File: src/rtl/uart_word_rx_pkg.sv
// -----------------------------------------------------------------------------
// uart_word_rx_pkg
// Shared definitions for the UART word loader: default parameter values
// (UART clocks per bit and word width),
// the receiver state encoding and the even-parity helper.
// -----------------------------------------------------------------------------
package uart_word_rx_pkg;

   localparam int DEF_CLKS_PER_BIT = 868;
   localparam int DEF_WIDTH        = 32;

   typedef enum logic [2:0] {
      RX_IDLE    = 3'd0,
      RX_START   = 3'd1,
      RX_DATA    = 3'd2,
      RX_PARITY  = 3'd3,
      RX_STOP    = 3'd4,
      RX_RECOVER = 3'd5
   } rx_state_t;

   // Even parity: the parity bit that makes the total count of ones even.
   function automatic logic even_parity(input logic [7:0] d);
      return ^d;
   endfunction

endpackage

File: src/rtl/uart_word_rx_if.sv
// -----------------------------------------------------------------------------
// uart_word_rx_if
// Bundles the loader's serial input and word-side outputs.
//   rxd        serial input, idle high
//   err_clr    clears the sticky frame error
//   word       last completed WIDTH-bit word
//   word_valid one-cycle pulse when word is new
//   frame_err  sticky stop/parity error flag
//   busy       receiver is inside a frame
// Modports: master = the receiver (drives word side), slave = its user.
// -----------------------------------------------------------------------------
interface uart_word_rx_if
   import uart_word_rx_pkg::*;
   #(parameter int WIDTH = DEF_WIDTH);

   logic             rxd;
   logic             err_clr;
   logic [WIDTH-1:0] word;
   logic             word_valid;
   logic             frame_err;
   logic             busy;

   modport master (
      input  rxd, err_clr,
      output word, word_valid, frame_err, busy
   );

   modport slave (
      output rxd, err_clr,
      input  word, word_valid, frame_err, busy
   );

endinterface

File: src/rtl/uart_word_rx_byte_rx.sv
// -----------------------------------------------------------------------------
// uart_byte_rx
// 8N1 (optionally 8E1) UART byte receiver: 2-flop synchroniser plus frame FSM.
// Optional feature macro: UART_RX_PARITY_EN (adds an even-parity bit).
// Ports:
//   clk, rstn   clock, asynchronous active-low reset
//   rxd         raw serial input (asynchronous to clk)
//   data        received byte, valid while byte_valid is high
//   byte_valid  strobe on the stop-bit sample edge of a good frame
//   byte_err    strobe on the edge that detects a bad stop or parity bit
//   busy        FSM is not in IDLE
// -----------------------------------------------------------------------------
module uart_byte_rx
   import uart_word_rx_pkg::*;
   #(parameter int CLKS_PER_BIT = DEF_CLKS_PER_BIT)
   (
      input  logic       clk,
      input  logic       rstn,
      input  logic       rxd,
      output logic [7:0] data,
      output logic       byte_valid,
      output logic       byte_err,
      output logic       busy
   );

   localparam int              CNT_W    = $clog2(CLKS_PER_BIT);
   localparam logic [CNT_W-1:0] CNT_LAST = CNT_W'(CLKS_PER_BIT - 1);
   localparam logic [CNT_W-1:0] CNT_HALF = CNT_W'(CLKS_PER_BIT / 2 - 1);

   logic             rx_meta;
   logic             rxs;
   rx_state_t        state;
   logic [CNT_W-1:0] cnt;
   logic [2:0]       bit_idx;
   logic [7:0]       shreg;
   logic             par_bad;
   logic             bit_tick;
   logic             parity_strobe;

   always_ff @(posedge clk or negedge rstn) begin
      if (!rstn) begin
         rx_meta <= 1'b1;
         rxs     <= 1'b1;
      end else begin
         rx_meta <= rxd;
         rxs     <= rx_meta;
      end
   end

   assign bit_tick = (cnt == CNT_LAST);

`ifdef UART_RX_PARITY_EN
   assign parity_strobe = (state == RX_PARITY) && bit_tick && (rxs != even_parity(shreg));
`else
   assign parity_strobe = 1'b0;
`endif

   // Strobes are decoded from the sample edge itself so the word stage can
   // register the result one cycle after the stop-bit sample.  A frame that
   // already failed parity reports nothing further at its stop bit.
   assign byte_valid = (state == RX_STOP) && bit_tick && rxs && !par_bad;
   assign byte_err   = ((state == RX_STOP) && bit_tick && !rxs && !par_bad) || parity_strobe;
   assign data       = shreg;
   assign busy       = (state != RX_IDLE);

   always_ff @(posedge clk or negedge rstn) begin
      if (!rstn) begin
         state   <= RX_IDLE;
         cnt     <= '0;
         bit_idx <= '0;
         shreg   <= '0;
         par_bad <= 1'b0;
      end else begin
         case (state)
            RX_IDLE: begin
               cnt     <= '0;
               par_bad <= 1'b0;
               if (!rxs) state <= RX_START;
            end
            RX_START: begin
               // Mid-bit check rejects glitches shorter than half a bit.
               if (cnt == CNT_HALF) begin
                  cnt     <= '0;
                  bit_idx <= '0;
                  state   <= rxs ? RX_IDLE : RX_DATA;
               end else begin
                  cnt <= cnt + 1'b1;
               end
            end
            RX_DATA: begin
               if (bit_tick) begin
                  cnt   <= '0;
                  shreg <= {rxs, shreg[7:1]};
                  if (bit_idx == 3'd7) begin
`ifdef UART_RX_PARITY_EN
                     state <= RX_PARITY;
`else
                     state <= RX_STOP;
`endif
                  end else begin
                     bit_idx <= bit_idx + 1'b1;
                  end
               end else begin
                  cnt <= cnt + 1'b1;
               end
            end
`ifdef UART_RX_PARITY_EN
            RX_PARITY: begin
               if (bit_tick) begin
                  cnt     <= '0;
                  par_bad <= (rxs != even_parity(shreg));
                  state   <= RX_STOP;
               end else begin
                  cnt <= cnt + 1'b1;
               end
            end
`endif
            RX_STOP: begin
               if (bit_tick) begin
                  cnt   <= '0;
                  state <= rxs ? RX_IDLE : RX_RECOVER;
               end else begin
                  cnt <= cnt + 1'b1;
               end
            end
            RX_RECOVER: begin
               // A held-low line (break) must go high before a new start bit counts.
               cnt <= '0;
               if (rxs) state <= RX_IDLE;
            end
            default: begin
               cnt   <= '0;
               state <= RX_IDLE;
            end
         endcase
      end
   end

endmodule

File: src/rtl/uart_word_rx.sv
// -----------------------------------------------------------------------------
// uart_word_rx
// Serial loader front-end: receives UART bytes and assembles them,
// little-endian, into WIDTH-bit words presented with a one-cycle word_valid.
// Optional feature macro: UART_RX_PARITY_EN (even parity bit per byte).
// Ports:
//   clk   system clock
//   rstn  asynchronous active-low reset
//   bus   uart_word_rx_if.master: rxd, err_clr in; word, word_valid,
//         frame_err, busy out
// -----------------------------------------------------------------------------
module uart_word_rx
   import uart_word_rx_pkg::*;
   #(
      parameter int CLKS_PER_BIT = DEF_CLKS_PER_BIT,
      parameter int WIDTH        = DEF_WIDTH
   )
   (
      input  logic           clk,
      input  logic           rstn,
      uart_word_rx_if.master bus
   );

   localparam int               NBYTES   = WIDTH / 8;
   localparam int               IDX_W    = (NBYTES > 1) ? $clog2(NBYTES) : 1;
   localparam logic [IDX_W-1:0] LAST_IDX = IDX_W'(NBYTES - 1);

   logic [7:0]       rx_data;
   logic             byte_valid;
   logic             byte_err;
   logic             rx_busy;
   logic [WIDTH-1:0] buffer;
   logic [WIDTH-1:0] buf_next;
   logic [IDX_W-1:0] byte_idx;
   logic [WIDTH-1:0] word_q;
   logic             word_valid_q;
   logic             frame_err_q;

   uart_byte_rx #(.CLKS_PER_BIT(CLKS_PER_BIT)) u_byte_rx (
      .clk        (clk),
      .rstn       (rstn),
      .rxd        (bus.rxd),
      .data       (rx_data),
      .byte_valid (byte_valid),
      .byte_err   (byte_err),
      .busy       (rx_busy)
   );

   always_comb begin
      buf_next = buffer;
      buf_next[{byte_idx, 3'b000} +: 8] = rx_data;
   end

   // Stale bytes in the buffer are harmless: byte_idx restarts at 0 and each
   // slot is overwritten before the word is published.
   always_ff @(posedge clk) begin
      if (byte_valid) buffer <= buf_next;
   end

   always_ff @(posedge clk or negedge rstn) begin
      if (!rstn) begin
         word_q       <= '0;
         word_valid_q <= 1'b0;
         frame_err_q  <= 1'b0;
         byte_idx     <= '0;
      end else begin
         word_valid_q <= 1'b0;

         // A new error beats a simultaneous clear.
         if (byte_err) begin
            frame_err_q <= 1'b1;
            byte_idx    <= '0;
         end else if (bus.err_clr) begin
            frame_err_q <= 1'b0;
         end

         if (byte_valid) begin
            if (byte_idx == LAST_IDX) begin
               word_q       <= buf_next;
               word_valid_q <= 1'b1;
               byte_idx     <= '0;
            end else begin
               byte_idx <= byte_idx + 1'b1;
            end
         end
      end
   end

   assign bus.word       = word_q;
   assign bus.word_valid = word_valid_q;
   assign bus.frame_err  = frame_err_q;
   assign bus.busy       = rx_busy;

endmodule
File: src/flat_wrapper.sv
// flat-port wrapper written by rule: the top's interface ports become plain ports
module uart_word_rx_flat import uart_word_rx_pkg::*;
#(
      parameter int CLKS_PER_BIT = DEF_CLKS_PER_BIT,
      parameter int WIDTH        = DEF_WIDTH
   )
  (clk, rstn, bus_rxd, bus_err_clr, bus_word, bus_word_valid, bus_frame_err, bus_busy);
  uart_word_rx_if #(.WIDTH(WIDTH)) bus_i ();
  input  logic clk;
  input  logic rstn;
  input wire logic [$bits(bus_i.rxd)-1:0] bus_rxd;
  input wire logic [$bits(bus_i.err_clr)-1:0] bus_err_clr;
  output wire logic [$bits(bus_i.word)-1:0] bus_word;
  output wire logic [$bits(bus_i.word_valid)-1:0] bus_word_valid;
  output wire logic [$bits(bus_i.frame_err)-1:0] bus_frame_err;
  output wire logic [$bits(bus_i.busy)-1:0] bus_busy;
  assign bus_i.rxd = bus_rxd;
  assign bus_i.err_clr = bus_err_clr;
  assign bus_word = bus_i.word;
  assign bus_word_valid = bus_i.word_valid;
  assign bus_frame_err = bus_i.frame_err;
  assign bus_busy = bus_i.busy;
  uart_word_rx #(.CLKS_PER_BIT(CLKS_PER_BIT), .WIDTH(WIDTH)) u_core (.clk(clk), .rstn(rstn), .bus(bus_i));
endmodule
File: config.mk
export PLATFORM = sky130hd
export DESIGN_NAME = uart_word_rx_flat
export DESIGN_NICKNAME = d
export VERILOG_FILES = /design/src/rtl/uart_word_rx_pkg.sv /design/src/rtl/uart_word_rx_if.sv /design/src/rtl/uart_word_rx_byte_rx.sv /design/src/rtl/uart_word_rx.sv /design/src/flat_wrapper.sv
export SDC_FILE = /design/constraint.sdc
export NUM_CORES = 1
export LEC_CHECK = 0
export ABC_AREA = 0
export CAP_MARGIN = 20
export CORE_MARGIN = 3
export CORE_UTILIZATION = 40
export CTS_CLUSTER_DIAMETER = 60
export DETAILED_ROUTE_END_ITERATION = 8
export GPL_TIMING_DRIVEN = 0
export PLACE_DENSITY = 0.56
export SYNTH_ARGS = -nofsm -noshare
export SYNTH_HDL_FRONTEND = slang
export SYNTH_HIERARCHICAL = 1
export SYNTH_SLANG_ARGS = --single-unit
File: constraint.sdc
create_clock -name clk -period 5.1 [get_ports clk]
set_input_delay 1.02 -clock clk [delete_from_list [all_inputs] [get_ports clk]]
set_output_delay 1.02 -clock clk [all_outputs]
set_load 0.01 [all_outputs]
==> run_1/clock_wires.png <==
Scale bar: 20 um.
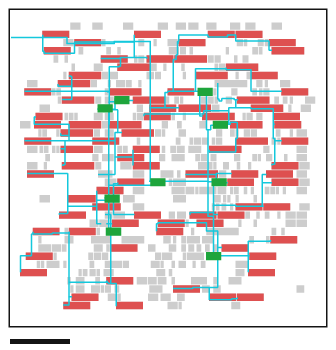
Key: clock-net drivers = green [count 9]; flip-flops = red [count 86]; clock wires = cyan [length 1120 um]
There are 10 routed clock nets.

==> run_1/layers.png <==
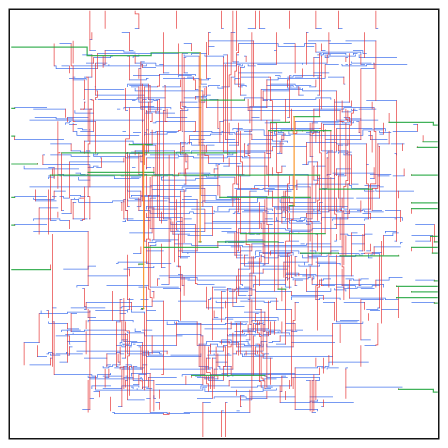
Key: M4 = orange [wire length 108 um]; M2 = red [wire length 3660 um]; M1 = blue [wire length 4160 um]; M3 = green [wire length 455 um]

==> run_1/placed.png <==
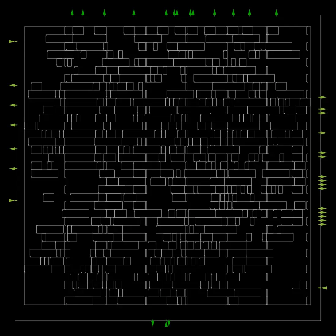
number of fill cells in the layout: 872
fraction of area in registers: 48.6%
Seq cells: 86
Core ar.: 9330 um2

==> results_dict.tcl, run 1 <==
# implementation run metrics
set metrics [dict create \
    outcome "complete, no violations" \
    ys_chip_area_um2 3890 \
    grt_pass1_wl_mm 14.1 \
    crit_path_start "u_core/u_byte_rx/state[0]" \
    path_max_fanout 10 \
    chipHeight_um 105 \
    cts_tree "yes" \
    netlist_area_um2 3890 \
    drive_gt1_share_pct 14.5 \
    hpwl_mm 5.61 \
    utilization_pct 50.2 \
    met2_length_mm 3.66 \
    n_antenna_cell 0 \
    rr_startpoint "u_core/u_byte_rx/cnt[0]" \
    relSlewSlack_pct 46.5 \
    worst_pin_slew_ps 803 \
    top_area_share_pct 38.6 \
    synthCells 351 \
    wl_met1_mm 4.16 \
    pwr_density_cell_nw_per_um2 268 \
    cpMaxStageDelayCell "clkdlybuf4s50_1" \
    startpoint_type "flip-flop" \
    grt.total_usage_pct 16.2 \
    skew_ps 17.9 \
    post_cts_buffers 0 \
    yosysWarnings 6 \
    top_cells_by_area "dfrtp_1, edfxtp_1, nand2_1" \
    synth-seq-cells 86 \
    antenna_found_initial 0 \
    warning_count 31 \
    rsz0062_at_grt "false" \
    p_leak_uw 0.00191 \
    setup_viol 0 \
    fin_area_um2 4680 \
    path_cells "buf_2 > inv_1 > nand2_1 > clkdlybuf4s50_1" \
    finalCritPeriodShare_pct 53.7 \
    drc_errors 0 \
    top_area_cell "dfrtp_1" \
    max_freq_ghz 0.365 \
    htreeDepth 3 \
    met3_length_um 454 \
    routed.top_layer "met4" \
    ant_nets 0 \
    top_cells_by_count "dfrtp_1, nand2_1, nor2_1" \
    worstSetupPathType "flip-flop to primary output" \
    gp_congestion 0.770 \
    final_max_slew_viol_count 0 \
    arrival_ps 1720 \
    cts.clk_slew.worst_paths_ps 80 \
    routed_wl_mm 8.38 \
    clock_latency_ps 350 \
    yosysCellCount 351 \
    min_to "u_core/u_byte_rx/rxs" \
    grt_start_max_net_pins 63 \
    worst_slack_ps 2360 \
    r2r_end "u_core/bus.word[19]" \
    hold_path.class "flip-flop to flip-flop" \
    cts-buffers-inserted 9 \
    cts_num_sinks 86 \
    fp_util_pct 41.7 \
    grt-ovfl-total 0 \
    die_w_um 105 \
    num_rows 35 \
    hold_viol 0 \
    syn_to_final_growth_pct 20.4 \
    vdd_drop_max_mv 0.139 \
    edf_count 24 \
    reg2reg_depth 9 \
    worstHoldStart "u_core/u_byte_rx/rx_meta" \
    grt_pass1_vias 2747 \
    num_vias 2703 \
    r2r_slack_ps 2480 \
    yosysUniqueCellTypes 50 \
    cts_root_buffer "clkbuf_8" \
    drt_iter0_drc 112 \
    max_cap_violations 0 \
    postCtsHoldBufs 0 \
    cts_resized 0 \
    portBuffers 38 \
    synth_nets 364 \
    dp_slack_ps 2470 \
]
[run 1: cell usage in the layout, fill, tap and decap left out, types with 10 or more instances in the layout]
cell type / count
nand2_1: 41
edfxtp_1: 24
nand2b_1: 11
a21oi_1: 15
clkdlybuf4s50_1: 37
nor2b_1: 17
dfrtp_1: 60
inv_1: 19
a31oi_1: 16
nor2_1: 39
clkbuf_8: 10
[run 1: metrics by stage]
step	setup TNS, ps	total power [uW]	hold WS [ps]	instances
global placement	-70960	734	347	518
detailed placement	0	734	348	521
floorplan	0	722	345	351
CTS	0	1270	359	537
finish	0	1260	358	537
global route	0	1300	365	537
[run 1: registers in the layout, summed over array words and instances (netlist names)]
name                      count
u_core/u_byte_rx/bit_idx      3
u_core/u_byte_rx/state        3
u_core/bus.word              32
u_core/byte_idx               2
u_core/u_byte_rx/rx_meta      1
u_core/buffer                24
u_core/u_byte_rx/rxs          1
u_core/bus.word_valid         1
u_core/u_byte_rx/cnt         10
u_core/u_byte_rx/data         8
u_core/bus.frame_err          1
[run 1: routing by layer]
layer  up-vias  GRT usage [%]
met1      1293           23.5
met5         -              0
met3         8           2.78
li1       1335              -
met4         0           6.37
met2        67           24.0
[run 1: power breakdown]
part	switching [uW]	total (uW)	internal, uW
Combinational	10.1	12.3	2.21
Clock	247	538	291
Sequential	0.907	707	706
[run 1: cells by family (layout without fill, tap and decap cells)]
group | count (synthesis) | after routing | share of synthesized area [%]
DFF | 86 | 86 | 58.5
and+or+nand+nor | 142 | 142 | 19.8
adders and majority gates | 9 | 9 | 2.89
AOI/OAI and AO/OA | 62 | 62 | 10.7
muxes | 8 | 8 | 2.32
xor gates and xnor gates | 8 | 8 | 1.80
buffers and inverters | 36 | 93 | 4.08
[run 1: how the worst max path moves through the flow]
stage / endpoint / slack, ps / depth (start not counted)
2_1_floorplan: u_core/bus.word[19] / 390 / 9
3_5_place_dp: u_core/bus.word[22] / 2470 / 9
5_1_grt: u_core/bus.word[23] / 2170 / 9
6_report: bus_busy / 2360 / 4
3_3_place_gp: u_core/bus.word[19] / -1660 / 9
4_1_cts: bus_busy / 2330 / 4
[run 1: critical path, delay by kind of cell (launching register included)]
family	cells	cell delay, ps
buf+inv	3	870
flops	1	430
simple gates	1	70
[run 1: area by class of cell]
class	count	area [um2]	share of cell area (%)
Sequential cell	86	2270	48.6
Clock buffer	11	141	3.02
Tap cell	129	161	3.45
Clock inverter	5	83.8	1.79
Inverter	21	78.8	1.68
Timing Repair Buffer	41	400	8.55
Buffer	15	80.1	1.71
Multi-Input combinational cell	229	1460	31.2
==> run 2, diff against run 1 <==
==> constraint.sdc (replaced) <==
create_clock -name clk -period 2.7 [get_ports clk]
set_input_delay 0.54 -clock clk [delete_from_list [all_inputs] [get_ports clk]]
set_output_delay 0.54 -clock clk [all_outputs]
set_load 0.01 [all_outputs]
==> run_2/placed.png <==
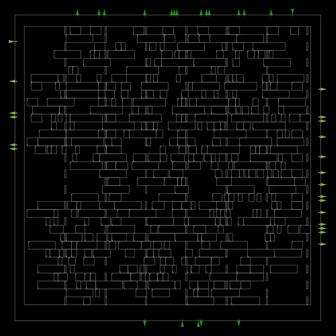
fraction of area in registers: 48.8%
Tap Count: 129
Row Count: 35

==> run_2/m3.png <==
Scale bar: 20 um.
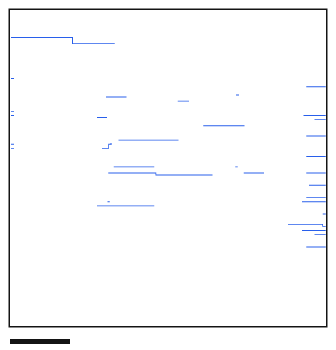
The layer holds 3.0% of the routed length. 27 nets have wire on it. The wires run mostly horizontal. The layer carries 250 um of wire.

==> run 2 against run 1 <==
Against the previous run: sequential cell count did not move; clock-buffer cell count fell by 1; critical path depth rose by 6; largest power group unchanged.
==> results_dict.tcl, run 2 <==
# implementation run metrics
set metrics [dict create \
    antenna_found_initial 0 \
    synth_nets 364 \
    path_max_fanout 15 \
    drive_gt1_share_pct 14.5 \
    worst_pin_slew_ps 790 \
    switching_share_pct 23.0 \
    die_w_um 105 \
    utilization_pct 50.0 \
    p_leak_uw 0.00189 \
    ys_chip_area_um2 3890 \
    rr_startpoint "u_core/u_byte_rx/cnt[0]" \
    top_area_cell "dfrtp_1" \
    grt.total_usage_pct 16.2 \
    portBuffers 38 \
    r2r_slack_ps 380 \
    final_max_slew_viol_count 0 \
    arrival_ps 2590 \
    relSlewSlack_pct 47.3 \
    gp_congestion 0.764 \
    htreeDepth 3 \
    ant_nets 0 \
    yosysCellCount 351 \
    r2r_end "u_core/bus.word[29]" \
    dp_slack_ps 359 \
    startpoint_type "flip-flop" \
    grt_pass1_wl_mm 14.1 \
    cts_root_buffer "clkbuf_8" \
    lay_top_count "dfrtp_1" \
    reg2reg_depth 10 \
    n_antenna_cell 0 \
    post_cts_buffers 0 \
    drt_iter0_drc 108 \
    yosysUniqueCellTypes 50 \
    grt_start_max_net_pins 63 \
    outcome "complete, no violations" \
    num_vias 2721 \
    clock_latency_ps 350 \
    cts.clk_slew.worst_paths_ps 90 \
    grt_pass1_vias 2768 \
]
-- run 2: cell counts after synthesis --
Identical to the previous run, type by type.
-- run 2: kinds of logic (layout without fill, tap and decap cells) --
logic type / count (synthesis) / count (layout) / synth area share [%]
AOI/OAI and AO/OA: 62 / 62 / 10.7
xor gates and xnor gates: 8 / 8 / 1.80
adders and majority gates: 9 / 9 / 2.89
buffers and inverters: 36 / 92 / 4.08
DFF: 86 / 86 / 58.5
muxes: 8 / 8 / 2.32
and+or+nand+nor: 142 / 142 / 19.8
-- run 2: power groups by stage --
stage               combinational, uW  clock [uW]  sequential, uW
floorplan                        1.86           0            1360
global placement                 25.5           0            1360
detailed placement               25.6           0            1360
CTS                              25.7         857            1340
global route                     28.7         904            1340
finish                           23.3         821            1340
-- run 2: how the worst max path moves through the flow --
stage / startpoint / slack, ps / end / cells after the start
final: u_core/u_byte_rx/cnt[0] / 380 / u_core/bus.word[29] / 10
after global routing: u_core/u_byte_rx/cnt[0] / 160 / u_core/bus.word[29] / 10
after CTS: u_core/u_byte_rx/cnt[0] / 350 / u_core/bus.word[29] / 10
after detailed placement: u_core/u_byte_rx/cnt[0] / 360 / u_core/bus.word[29] / 10
after global placement: rstn / -1050 / u_core/u_byte_rx/cnt[7] / 1
after floorplan: u_core/u_byte_rx/cnt[0] / -100 / u_core/bus.word[10] / 9
-- run 2: metal layers --
metal	track usage [%]	routed length [um]	up-vias
li1	-	-	1325
met2	24.6	3790	39
met1	23.2	4260	1346
met4	6.75	124	0
met3	2.59	249	11
met5	0	0	-
-- run 2: area by class of cell --
cell class                 count  area [um2]  share of cell area, %
sequential                    86        2270                   48.8
buffer                        15        87.6                   1.88
clock buffer                  10         128                   2.74
tap                          129         161                   3.46
inverter                      21        78.8                   1.69
timing repair buffer          40         400                   8.59
clock inverter                 6        48.8                   1.05
multi-input combinational    229        1480                   31.8
-- run 2: through the flow --
stage,total power [uW],hold slack (ps)
floorplan,1360,244
global placement,1390,346
detailed placement,1390,351
CTS,2220,289
global route,2270,330
finish,2180,264
-- run 2: worst max-delay path, stage by stage (launching register included) --
cell and delay, ps:
dfrtp_1 420, ha_2 230, and4bb_4 310, nand3_4 140
nor4_4 250, buf_6 210, nand2_1 120, inv_2 150
buf_4 210, nand2_1 70, o21ai_1 140
No activity file was given, so power comes from the tool's default toggle rates.
